<file path="src/rtl/ppg_fifo_pkg.sv">
// ppg_fifo_pkg: overflow policy encodings and default margins shared with the BPM controller
package ppg_fifo_pkg;
  localparam logic OVF_REJECT    = 1'b0;
  localparam logic OVF_OVERWRITE = 1'b1;
  localparam int   DROP_W_DEF    = 16;
  localparam int   AF_MARGIN     = 4;
  localparam int   AE_MARGIN     = 4;
endpackage

</file>
<file path="src/rtl/ppg_sample_fifo_if.sv">
// ppg_sample_fifo_if: sample write/read, overflow control and status bundle for ppg_sample_fifo
interface ppg_sample_fifo_if
  import ppg_fifo_pkg::*;
#(
  parameter int WIDTH  = 10,
  parameter int DEPTH  = 32,
  parameter int DROP_W = DROP_W_DEF
);
  localparam int LW = $clog2(DEPTH) + 1;
  logic              wr_en;
  logic [WIDTH-1:0]  Data_in;
  logic              rd_en;
  logic [WIDTH-1:0]  Data_out;
  logic              rd_valid;
  logic              ovf_mode;
  logic              drop_clr;
  logic              full;
  logic              empty;
  logic              almost_full;
  logic              almost_empty;
  logic [LW-1:0]     level;
  logic [DROP_W-1:0] drop_cnt;
  modport master (
    output wr_en, Data_in, rd_en, ovf_mode, drop_clr,
    input  Data_out, rd_valid, full, empty, almost_full, almost_empty, level, drop_cnt
  );
  modport slave (
    input  wr_en, Data_in, rd_en, ovf_mode, drop_clr,
    output Data_out, rd_valid, full, empty, almost_full, almost_empty, level, drop_cnt
  );
endinterface

</file>
<file path="src/rtl/ppg_fifo_mem.sv">
// ppg_fifo_mem: dual-port register array, synchronous write, registered read port
module ppg_fifo_mem #(
  parameter int WIDTH = 10,
  parameter int DEPTH = 32
) (
  input  logic                     clk,
  input  logic                     reset_n,
  input  logic                     we,
  input  logic [$clog2(DEPTH)-1:0] wr_addr,
  input  logic [WIDTH-1:0]         wr_data,
  input  logic                     re,
  input  logic [$clog2(DEPTH)-1:0] rd_addr,
  output logic [WIDTH-1:0]         rd_data
);
  logic [WIDTH-1:0] mem [DEPTH];
  always_ff @(posedge clk)
    if (we) mem[wr_addr] <= wr_data;
  // read sees the pre-write contents, so a full read+write returns the oldest entry
  always_ff @(posedge clk or negedge reset_n)
    if (!reset_n) rd_data <= '0;
    else if (re) rd_data <= mem[rd_addr];
endmodule

</file>
<file path="src/rtl/ppg_sample_fifo.sv">
// ppg_sample_fifo: ADC sample FIFO with selectable overflow policy, level flags and drop counter
module ppg_sample_fifo
  import ppg_fifo_pkg::*;
#(
  parameter int WIDTH    = 10,
  parameter int DEPTH    = 32,
  parameter int AF_LEVEL = DEPTH - AF_MARGIN,
  parameter int AE_LEVEL = AE_MARGIN,
  parameter int DROP_W   = DROP_W_DEF
) (
  input logic               clk,
  input logic               reset_n,
  ppg_sample_fifo_if.slave  bus
);
  localparam int AW = $clog2(DEPTH);
  localparam int LW = AW + 1;
  localparam logic [LW-1:0] FULL_L = LW'(DEPTH);
  localparam logic [LW-1:0] AF_L   = LW'(AF_LEVEL);
  localparam logic [LW-1:0] AE_L   = LW'(AE_LEVEL);
  logic [AW-1:0]     wr_ptr, rd_ptr;
  logic [LW-1:0]     level;
  logic [DROP_W-1:0] drop_cnt;
  logic              rd_valid;
  logic              full, empty, rd_ok, wr_fit, drop, ovw, mem_we, rd_adv;
  assign full   = level == FULL_L;
  assign empty  = level == '0;
  assign rd_ok  = bus.rd_en && !empty;
  assign wr_fit = bus.wr_en && (!full || rd_ok);
  assign drop   = bus.wr_en && full && !rd_ok;
  assign ovw    = drop && (bus.ovf_mode == OVF_OVERWRITE);
  assign mem_we = wr_fit || ovw;
  assign rd_adv = rd_ok || ovw;
  ppg_fifo_mem #(.WIDTH(WIDTH), .DEPTH(DEPTH)) u_mem (
    .clk     (clk),
    .reset_n (reset_n),
    .we      (mem_we),
    .wr_addr (wr_ptr),
    .wr_data (bus.Data_in),
    .re      (rd_ok),
    .rd_addr (rd_ptr),
    .rd_data (bus.Data_out)
  );
  always_ff @(posedge clk or negedge reset_n)
    if (!reset_n) begin
      wr_ptr   <= '0;
      rd_ptr   <= '0;
      level    <= '0;
      rd_valid <= 1'b0;
      drop_cnt <= '0;
    end else begin
      wr_ptr   <= wr_ptr + AW'(mem_we);
      rd_ptr   <= rd_ptr + AW'(rd_adv);
      level    <= (wr_fit && !rd_ok) ? level + 1'b1 : (rd_ok && !wr_fit) ? level - 1'b1 : level;
      rd_valid <= rd_ok;
      drop_cnt <= bus.drop_clr ? '0 : (drop && !(&drop_cnt)) ? drop_cnt + 1'b1 : drop_cnt;
    end
  assign bus.rd_valid     = rd_valid;
  assign bus.level        = level;
  assign bus.drop_cnt     = drop_cnt;
  assign bus.full         = full;
  assign bus.empty        = empty;
  assign bus.almost_full  = level >= AF_L;
  assign bus.almost_empty = level <= AE_L;
endmodule

</file>
<file path="src/flat_wrapper.sv">
// flat-port wrapper written by rule: the top's interface ports become plain ports
module ppg_sample_fifo_flat import ppg_fifo_pkg::*;
#(
  parameter int WIDTH    = 10,
  parameter int DEPTH    = 32,
  parameter int AF_LEVEL = DEPTH - AF_MARGIN,
  parameter int AE_LEVEL = AE_MARGIN,
  parameter int DROP_W   = DROP_W_DEF
)
  (clk, reset_n, bus_wr_en, bus_Data_in, bus_rd_en, bus_ovf_mode, bus_drop_clr, bus_Data_out, bus_rd_valid, bus_full, bus_empty, bus_almost_full, bus_almost_empty, bus_level, bus_drop_cnt);
  ppg_sample_fifo_if #(.WIDTH(WIDTH), .DEPTH(DEPTH), .DROP_W(DROP_W)) bus_i ();
  input logic clk;
  input logic reset_n;
  input wire logic [$bits(bus_i.wr_en)-1:0] bus_wr_en;
  input wire logic [$bits(bus_i.Data_in)-1:0] bus_Data_in;
  input wire logic [$bits(bus_i.rd_en)-1:0] bus_rd_en;
  input wire logic [$bits(bus_i.ovf_mode)-1:0] bus_ovf_mode;
  input wire logic [$bits(bus_i.drop_clr)-1:0] bus_drop_clr;
  output wire logic [$bits(bus_i.Data_out)-1:0] bus_Data_out;
  output wire logic [$bits(bus_i.rd_valid)-1:0] bus_rd_valid;
  output wire logic [$bits(bus_i.full)-1:0] bus_full;
  output wire logic [$bits(bus_i.empty)-1:0] bus_empty;
  output wire logic [$bits(bus_i.almost_full)-1:0] bus_almost_full;
  output wire logic [$bits(bus_i.almost_empty)-1:0] bus_almost_empty;
  output wire logic [$bits(bus_i.level)-1:0] bus_level;
  output wire logic [$bits(bus_i.drop_cnt)-1:0] bus_drop_cnt;
  assign bus_i.wr_en = bus_wr_en;
  assign bus_i.Data_in = bus_Data_in;
  assign bus_i.rd_en = bus_rd_en;
  assign bus_i.ovf_mode = bus_ovf_mode;
  assign bus_i.drop_clr = bus_drop_clr;
  assign bus_Data_out = bus_i.Data_out;
  assign bus_rd_valid = bus_i.rd_valid;
  assign bus_full = bus_i.full;
  assign bus_empty = bus_i.empty;
  assign bus_almost_full = bus_i.almost_full;
  assign bus_almost_empty = bus_i.almost_empty;
  assign bus_level = bus_i.level;
  assign bus_drop_cnt = bus_i.drop_cnt;
  ppg_sample_fifo #(.WIDTH(WIDTH), .DEPTH(DEPTH), .AF_LEVEL(AF_LEVEL), .AE_LEVEL(AE_LEVEL), .DROP_W(DROP_W)) u_core (.clk(clk), .reset_n(reset_n), .bus(bus_i));
endmodule
</file>
<file path="config.mk">
export PLATFORM = sky130hd
export DESIGN_NAME = ppg_sample_fifo_flat
export DESIGN_NICKNAME = d
export VERILOG_FILES = /design/src/rtl/ppg_fifo_pkg.sv /design/src/rtl/ppg_sample_fifo_if.sv /design/src/rtl/ppg_fifo_mem.sv /design/src/rtl/ppg_sample_fifo.sv /design/src/flat_wrapper.sv
export SDC_FILE = /design/constraint.sdc
export NUM_CORES = 1
export LEC_CHECK = 0
export CORE_MARGIN = 3
export CORE_UTILIZATION = 55
export CTS_BUF_LIST = sky130_fd_sc_hd__clkbuf_4 sky130_fd_sc_hd__clkbuf_8 sky130_fd_sc_hd__clkbuf_16
export DETAILED_ROUTE_END_ITERATION = 6
export PLACE_DENSITY = 0.73
export SLEW_MARGIN = 10
export SYNTH_ARGS = -nofsm -noshare
export SYNTH_HDL_FRONTEND = slang
export SYNTH_SLANG_ARGS = --single-unit
</file>
<file path="constraint.sdc">
create_clock -name clk -period 7.3 [get_ports clk]
set_clock_uncertainty 0.2 [all_clocks]
set_input_delay 1.095 -clock clk [delete_from_list [all_inputs] [get_ports clk]]
set_output_delay 1.095 -clock clk [all_outputs]
set_load 0.03 [all_outputs]
</file>
==> results_dict.tcl, run 1 <==
# collected from the flow reports
set metrics [dict create \
    met3_usage_pct 4.43 \
    cap_violations 0 \
    nonClockInverterCount 10 \
    power_density_mw_per_mm2 372 \
    comb_share_pct 22.3 \
    top_cells_by_count "320 x edfxtp_1, 65 x nor2_1, 60 x mux4_2" \
    grt_use_met1_pct 29.1 \
    finalSetupViolations 0 \
    cts_resized 0 \
    topCellsByArea "edfxtp_1 66%, mux4_2 9.2%, dfrtp_1 7.3%, mux2i_1 2.0%, nor2_1 1.7%" \
    synth_flops 363 \
    clock_latency_ps 510 \
    top_logic_kind "multiplexers" \
    avgSynthCellArea_um2 18.8 \
    rsz0062_at_grt "false" \
    rows 59 \
    grt_first_pass_wirelength_mm 45.6 \
    worst_slack_ps 3330 \
    slew_violations 0 \
    synthDistinctLibCells 59 \
    postCtsSetupRepairBufs 0 \
    bufAreaShareNonClock_pct 3.50 \
    relSlewSlack_pct 14.1 \
    whs_path_depth 1 \
    wl_met1_mm 12.0 \
    first_iter_violations 753 \
    die_w_um 169 \
    drive_gt1_share_pct 18.9 \
    fp_util_pct 56.1 \
    yosysCellCount 781 \
    nFillCells 1759 \
    max_freq_mhz 252 \
    ant_nets 0 \
    place_ws_ps 2960 \
    status "finished, final reports clean" \
    dpl.cell_count 1139 \
    drc 0 \
    dr_total_vias 7492 \
    wl_per_cell_um 24.5 \
    stdcell_count 1201 \
    top_cell_area_share_pct 65.5 \
    synthFlopType "edfxtp_1" \
    worstSetupPathType "reg2reg" \
    portBuffers 52 \
    wl_met3_mm 2.18 \
    path_max_fanout 23 \
    taps 335 \
    core_area_mm2 0.0261 \
    ys_warn_count 0 \
    synthAoiAreaFrac_pct 5.23 \
    fin_area_mm2 0.0166 \
    routed.top_layer "met4" \
    area_dominant_class "flip-flops and latches" \
    grt_max_degree 60 \
    cts_tree "yes" \
    p_leak_nw 5.48 \
    dr.pass1.iters 5 \
    top_area_cell "edfxtp_1" \
    clockRootBuffer "clkbuf_16" \
    yosysChipArea_mm2 0.0147 \
    synthToLayoutAreaGrowth_pct 13.2 \
    start_kind "flop" \
    period_needed_ps 3970 \
    grt_antenna_before_repair 0 \
    finalCritPeriodShare_pct 54.4 \
    nMultiInputCombCells 369 \
    seq_share_pct 64.4 \
    clk_pin_slew_ps 60 \
    r2r_start "u_core.bus.level[0]$_DFFE_PN0P_" \
    final_layout_top_logic_cell "edfxtp_1" \
    dpl_cell_area_mm2 0.0154 \
    die_y_um 169 \
    clockBufferDepth 3 \
    cts_hold_buf 0 \
    synth_nets 808 \
    hold_viol 0 \
    tightest_slew_ps 1280 \
    grt_usage_pct 20.9 \
    final_core_util_pct 63.5 \
    nets 869 \
    r2r_end "u_core.bus.level[5]$_DFFE_PN0P_" \
]
## run 1: sequential cells by signal, summed over array words and instances, names as in the netlist
register	count
u_core.u_mem.mem	320
u_core.bus.drop_cnt	16
u_core.u_mem.rd_data	10
u_core.bus.level	6
u_core.rd_ptr	5
u_core.wr_ptr	5
u_core.bus.rd_valid	1
## run 1: critical path, stage by stage (launching register included)
cell      delay, ps
dfrtp_1         480
nor4_4          400
and2_1          200
nand2b_1        670
ha_1            370
inv_1           150
ha_1            370
nand2_1          60
o21ai_0         320
mux2i_1         240
o311ai_0        190
xor2_1          180
## run 1: report_power, final
part	switching (W)	leakage [nW]	internal [W]	total, W
sequential	0.000211	3.43	0.00246	0.00268
clock	0.000717	0.588	0.00109	0.00181
combinational	0.000942	1.46	0.000746	0.00169
total	0.00187	5.48	0.00430	0.00617
Run 1, metal layers overlaid:
The bar under the picture is 50 um long.
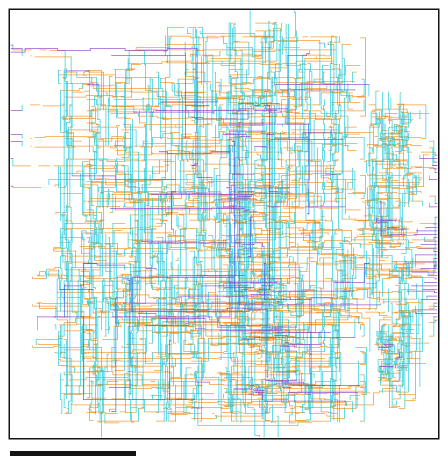
- orange: met1 (wire length 12000 um)
- purple: met3 (wire length 2180 um)
- cyan: met2 (wire length 14400 um)
- blue: met4 (wire length 730 um)

Run 1, pin map:
Pins as bars across the die edge, other pins in gray.
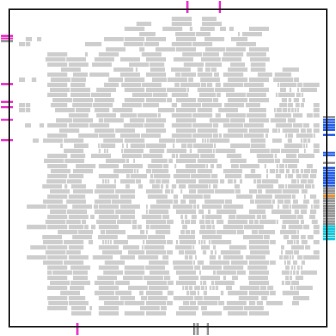
- orange: bus_ovf_mode (pins 1; direction input; edge right)
- blue: bus_drop_cnt (pins 16; direction output; edge right)
- magenta: bus_Data_in (pins 10; direction input; edge 7 left, 2 top, 1 bottom)
- cyan: bus_level (pins 6; direction output; edge right)
- all pins by edge: 39 right, 8 left, 4 bottom, 2 top

Run 1, clock nets:
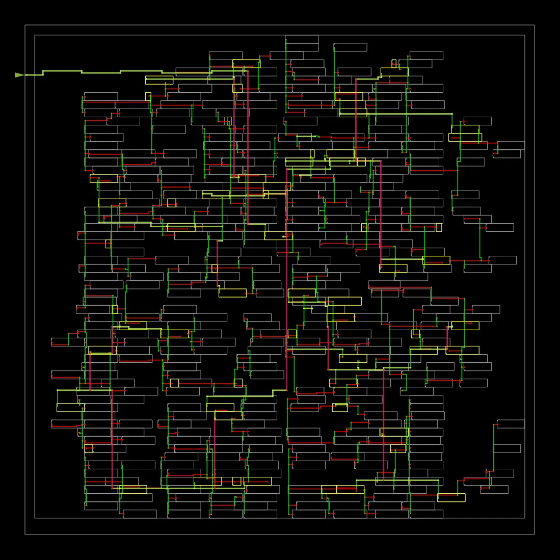
CLK BUF: 47
TritonCTS Buffers: 36
clk pwr: 0.00181 W
flip-flops: 363
CTS sink count: 363

==> run 2: changes to the inputs <==
--- a/config.mk
+++ b/config.mk
@@ -9,7 +9,7 @@
 export CORE_UTILIZATION = 55
 export CTS_BUF_LIST = sky130_fd_sc_hd__clkbuf_4 sky130_fd_sc_hd__clkbuf_8 sky130_fd_sc_hd__clkbuf_16
 export DETAILED_ROUTE_END_ITERATION = 6
-export PLACE_DENSITY = 0.73
+export PLACE_DENSITY = 0.76
 export SLEW_MARGIN = 10
 export SYNTH_ARGS = -nofsm -noshare
 export SYNTH_HDL_FRONTEND = slang
==> constraint.sdc (replaced) <==
create_clock -name clk -period 3.6 [get_ports clk]
set_clock_uncertainty 0.2 [all_clocks]
set_input_delay 0.54 -clock clk [delete_from_list [all_inputs] [get_ports clk]]
set_output_delay 0.54 -clock clk [all_outputs]
set_load 0.03 [all_outputs]
Run 2, pin map:
Pins as bars across the die edge, other pins in gray.
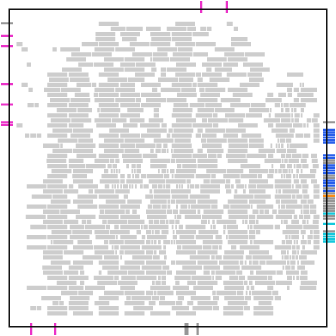
- cyan: bus_level (pins 6; direction output; edge right)
- blue: bus_drop_cnt (pins 16; direction output; edge right)
- orange: bus_ovf_mode (pins 1; direction input; edge right)
- magenta: bus_Data_in (pins 10; direction input; edge 6 left, 2 top, 2 bottom)
- all pins by edge: 39 right, 7 left, 5 bottom, 2 top

Run 2, sequential cells colored by netlist name:
Other sequential cells in the stronger gray, the rest of the logic in the fainter gray.
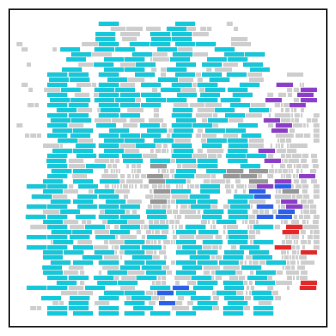
- blue: u_core.u_mem.rd_data (flops 10)
- cyan: u_core.u_mem.mem (flops 320)
- red: u_core.bus.level (flops 6; where lower right)
- purple: u_core.bus.drop_cnt (flops 16)

Run 2, metal layers overlaid:
The bar under the picture is 50 um long.
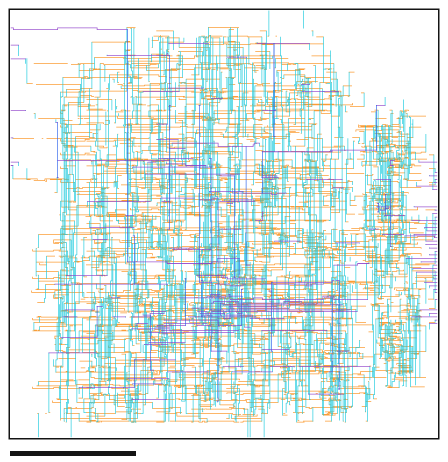
- blue: met4 (wire length 833 um)
- cyan: met2 (wire length 14900 um)
- orange: met1 (wire length 12200 um)
- purple: met3 (wire length 2030 um)

==> results_dict.tcl, run 2 <==
# collected from the flow reports
set metrics [dict create \
    met3_usage_pct 4.36 \
    worstSetupPathType "reg2reg" \
    critPathTopFamily "simple AND/OR/NAND/NOR gates" \
    hold_viol 0 \
    dpl_cell_area_mm2 0.0158 \
    cp.depth 11 \
    grt_antenna_before_repair 0 \
    fin_area_mm2 0.0170 \
    first_iter_violations 719 \
    finalCritPeriodShare_pct 91.7 \
    slowest_stage "dfrtp_1" \
    worst_slack_ps 298 \
    swShare_pct 30.3 \
    final_layout_top_logic_cell "edfxtp_1" \
    max_freq_mhz 303 \
    cts_tree "yes" \
    largest_register_ff_count 320 \
    die_w_um 169 \
    dr.pass1.iters 5 \
    top_logic_kind "multiplexers" \
    wl_met3_mm 2.03 \
    ys_warn_count 0 \
    rsz0062_at_grt "false" \
    synth_flops 363 \
    wl_per_cell_um 24.1 \
    drive_gt1_share_pct 22.6 \
    status "finished, final reports clean" \
    r2r_end "u_core.bus.level[5]$_DFFE_PN0P_" \
    core_area_mm2 0.0261 \
    top_cells_by_count "320 x edfxtp_1, 65 x nor2_1, 60 x mux4_2" \
    p_seq_share_pct 43.9 \
    portBuffers 52 \
    clock_latency_ps 500 \
    top_area_cell "edfxtp_1" \
    synthDistinctLibCells 59 \
    die_y_um 169 \
    clk_pin_slew_ps 60 \
    power_density_mw_per_mm2 748 \
    postCtsSetupRepairBufs 0 \
    grt_use_met1_pct 28.6 \
    cts_resized 0 \
    clkPwrFrac_pct 29.2 \
    synthToLayoutAreaGrowth_pct 15.8 \
    drc 0 \
    path_buffers 1 \
    stdcell_count 1245 \
    rows 59 \
    wl_met1_mm 12.2 \
    period_needed_ps 3300 \
    start_kind "flop" \
    clock_sinks 363 \
    synth_nets 808 \
    cts_hold_buf 0 \
    yosysChipArea_mm2 0.0147 \
    place_ws_ps 300 \
    top_cell_area_share_pct 65.5 \
    avgSynthCellArea_um2 18.8 \
    fp_util_pct 56.1 \
    dpl.cell_count 1183 \
    nets 913 \
    grt_usage_pct 21.2 \
    largest-register "u_core.u_mem.mem" \
    topCellsByArea "edfxtp_1 66%, mux4_2 9.2%, dfrtp_1 7.3%, mux2i_1 2.0%, nor2_1 1.7%" \
]
[run 2: cell counts after synthesis]
No cell type changed its count.
[run 2: power by group through the flow]
stage / combinational, W / clock [W] / sequential, W
after detailed placement: 0.00338 / 0 / 0.00567
after CTS: 0.00341 / 0.00377 / 0.00558
after global routing: 0.00363 / 0.00395 / 0.00565
after global placement: 0.00331 / 0 / 0.00563
after floorplan: 0.00246 / 0 / 0.00541
final: 0.00342 / 0.00370 / 0.00558
[run 2: layout make-up]
type | instances | area (um2)
inverters | 10 | 37.5
flip-flops and latches | 363 | 10700
multi-input cells | 369 | 3700
repair buffers | 106 | 933
fillers | 1712 | 9160
clock inverters | 14 | 151
clock buffers | 48 | 1040
well taps | 335 | 419
==> run 3: changes to the inputs <==
--- a/config.mk
+++ b/config.mk
@@ -8,9 +8,11 @@
 export CORE_MARGIN = 3
 export CORE_UTILIZATION = 55
 export CTS_BUF_LIST = sky130_fd_sc_hd__clkbuf_4 sky130_fd_sc_hd__clkbuf_8 sky130_fd_sc_hd__clkbuf_16
+export CTS_CLUSTER_SIZE = 14
 export DETAILED_ROUTE_END_ITERATION = 6
 export PLACE_DENSITY = 0.76
 export SLEW_MARGIN = 10
 export SYNTH_ARGS = -nofsm -noshare
 export SYNTH_HDL_FRONTEND = slang
 export SYNTH_SLANG_ARGS = --single-unit
+export TNS_END_PERCENT = 30
Run 3, pin map:
Pins as bars across the die edge, other pins in gray.
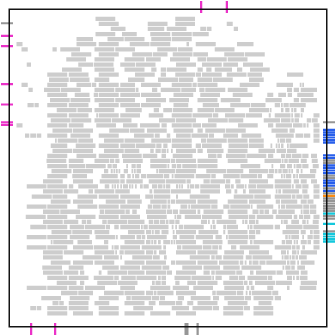
- blue: bus_drop_cnt (pins 16; direction output; edge right)
- cyan: bus_level (pins 6; direction output; edge right)
- magenta: bus_Data_in (pins 10; direction input; edge 6 left, 2 top, 2 bottom)
- orange: bus_ovf_mode (pins 1; direction input; edge right)
- all pins by edge: 39 right, 7 left, 5 bottom, 2 top

Run 3, sequential cells colored by netlist name:
Other sequential cells in the stronger gray, the rest of the logic in the fainter gray.
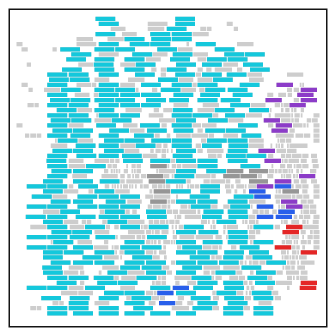
- purple: u_core.bus.drop_cnt (flops 16)
- blue: u_core.u_mem.rd_data (flops 10)
- cyan: u_core.u_mem.mem (flops 320)
- red: u_core.bus.level (flops 6; where lower right)

Run 3, clock network drawn from the DEF:
The bar under the picture is 50 um long.
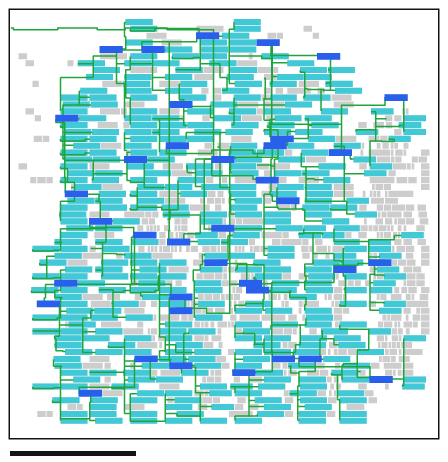
- cyan: flip-flops (count 363)
- green: clock wires (length 3710 um)
- blue: cells driving clock nets (count 37)
- flops lie: spread over the die
- routed clock nets: 38

==> results_dict.tcl, run 3 <==
# collected from the flow reports
set metrics [dict create \
    clockRootBuffer "clkbuf_16" \
    path_max_fanout 6 \
    synthFlopType "edfxtp_1" \
    critPathTopFamily "simple AND/OR/NAND/NOR gates" \
    top_regs "u_core.u_mem.mem (320), u_core.bus.drop_cnt (16), u_core.u_mem.rd_data (10)" \
    fp_util_pct 56.1 \
    top_cell_area_share_pct 65.5 \
    numCtsBuffers 37 \
    postCtsSetupRepairBufs 0 \
    yosysChipArea_mm2 0.0147 \
    grt_usage_pct 21.2 \
    largest_register_ff_count 320 \
    dr.pass1.iters 5 \
    synthDistinctLibCells 59 \
    die_w_um 169 \
    first_iter_violations 866 \
    crit_top_cell "ha_1" \
    largest-register "u_core.u_mem.mem" \
    regArea_mm2 0.0107 \
    p_leak_nw 5.73 \
    worst_slack_ps 302 \
    avgSynthCellArea_um2 18.8 \
    top_cells_by_count "320 x edfxtp_1, 65 x nor2_1, 60 x mux4_2" \
    drive_gt1_share_pct 22.5 \
    synthToLayoutAreaGrowth_pct 15.9 \
    place_ws_ps 300 \
    final_core_util_pct 65.0 \
    status "finished, final reports clean" \
    rows 59 \
    ant_nets 0 \
    top_area_cell "edfxtp_1" \
    drc 0 \
    met3_usage_pct 3.75 \
    period_needed_ps 3300 \
    synth_flops 363 \
    grt_max_degree 67 \
    slew_violations 0 \
    clockBufferDepth 3 \
    grt_first_pass_wirelength_mm 46.4 \
    finalSetupViolations 0 \
    power_density_mw_per_mm2 748 \
    clock_latency_ps 500 \
    max_freq_mhz 303 \
    finalCritPeriodShare_pct 91.6 \
    die_y_um 169 \
    r2r_start "u_core.bus.level[0]$_DFFE_PN0P_" \
    cap_violations 0 \
    portBuffers 52 \
    path_cells "nor4_4 -> and2_1 -> nand2b_1 -> ha_1 -> inv_1 -> ha_1 -> a21oi_1 -> o21ai_0 -> mux2i_1 -> o311ai_0 -> xor2_1" \
    nets 914 \
    rsz0062_at_grt "false" \
]
[run 3: layout make-up]
class                           instances  share of cell area [%]
Clock buffer                           48                    6.19
Clock inverter                         15                   0.906
Inverter                               10                   0.221
Multi-Input combinational cell        369                    21.8
Sequential cell                       363                    62.9
Tap cell                              335                    2.47
Timing Repair Buffer                  106                    5.49
[run 3: routing by layer]
metal | up-vias | part of all wire, %
met5 | - | 0
met4 | 0 | 2.5
met3 | 49 | 7.6
met2 | 338 | 50
met1 | 3938 | 39
li1 | 3372 | -
[run 3: power breakdown]
part           total (W)  switching (W)  leakage [nW]  internal, W
clock network    0.00374        0.00147         0.599      0.00227
logic            0.00340        0.00178          1.70      0.00163
registers        0.00557       0.000584          3.43      0.00499
Power is estimated from default activity; no workload was simulated.
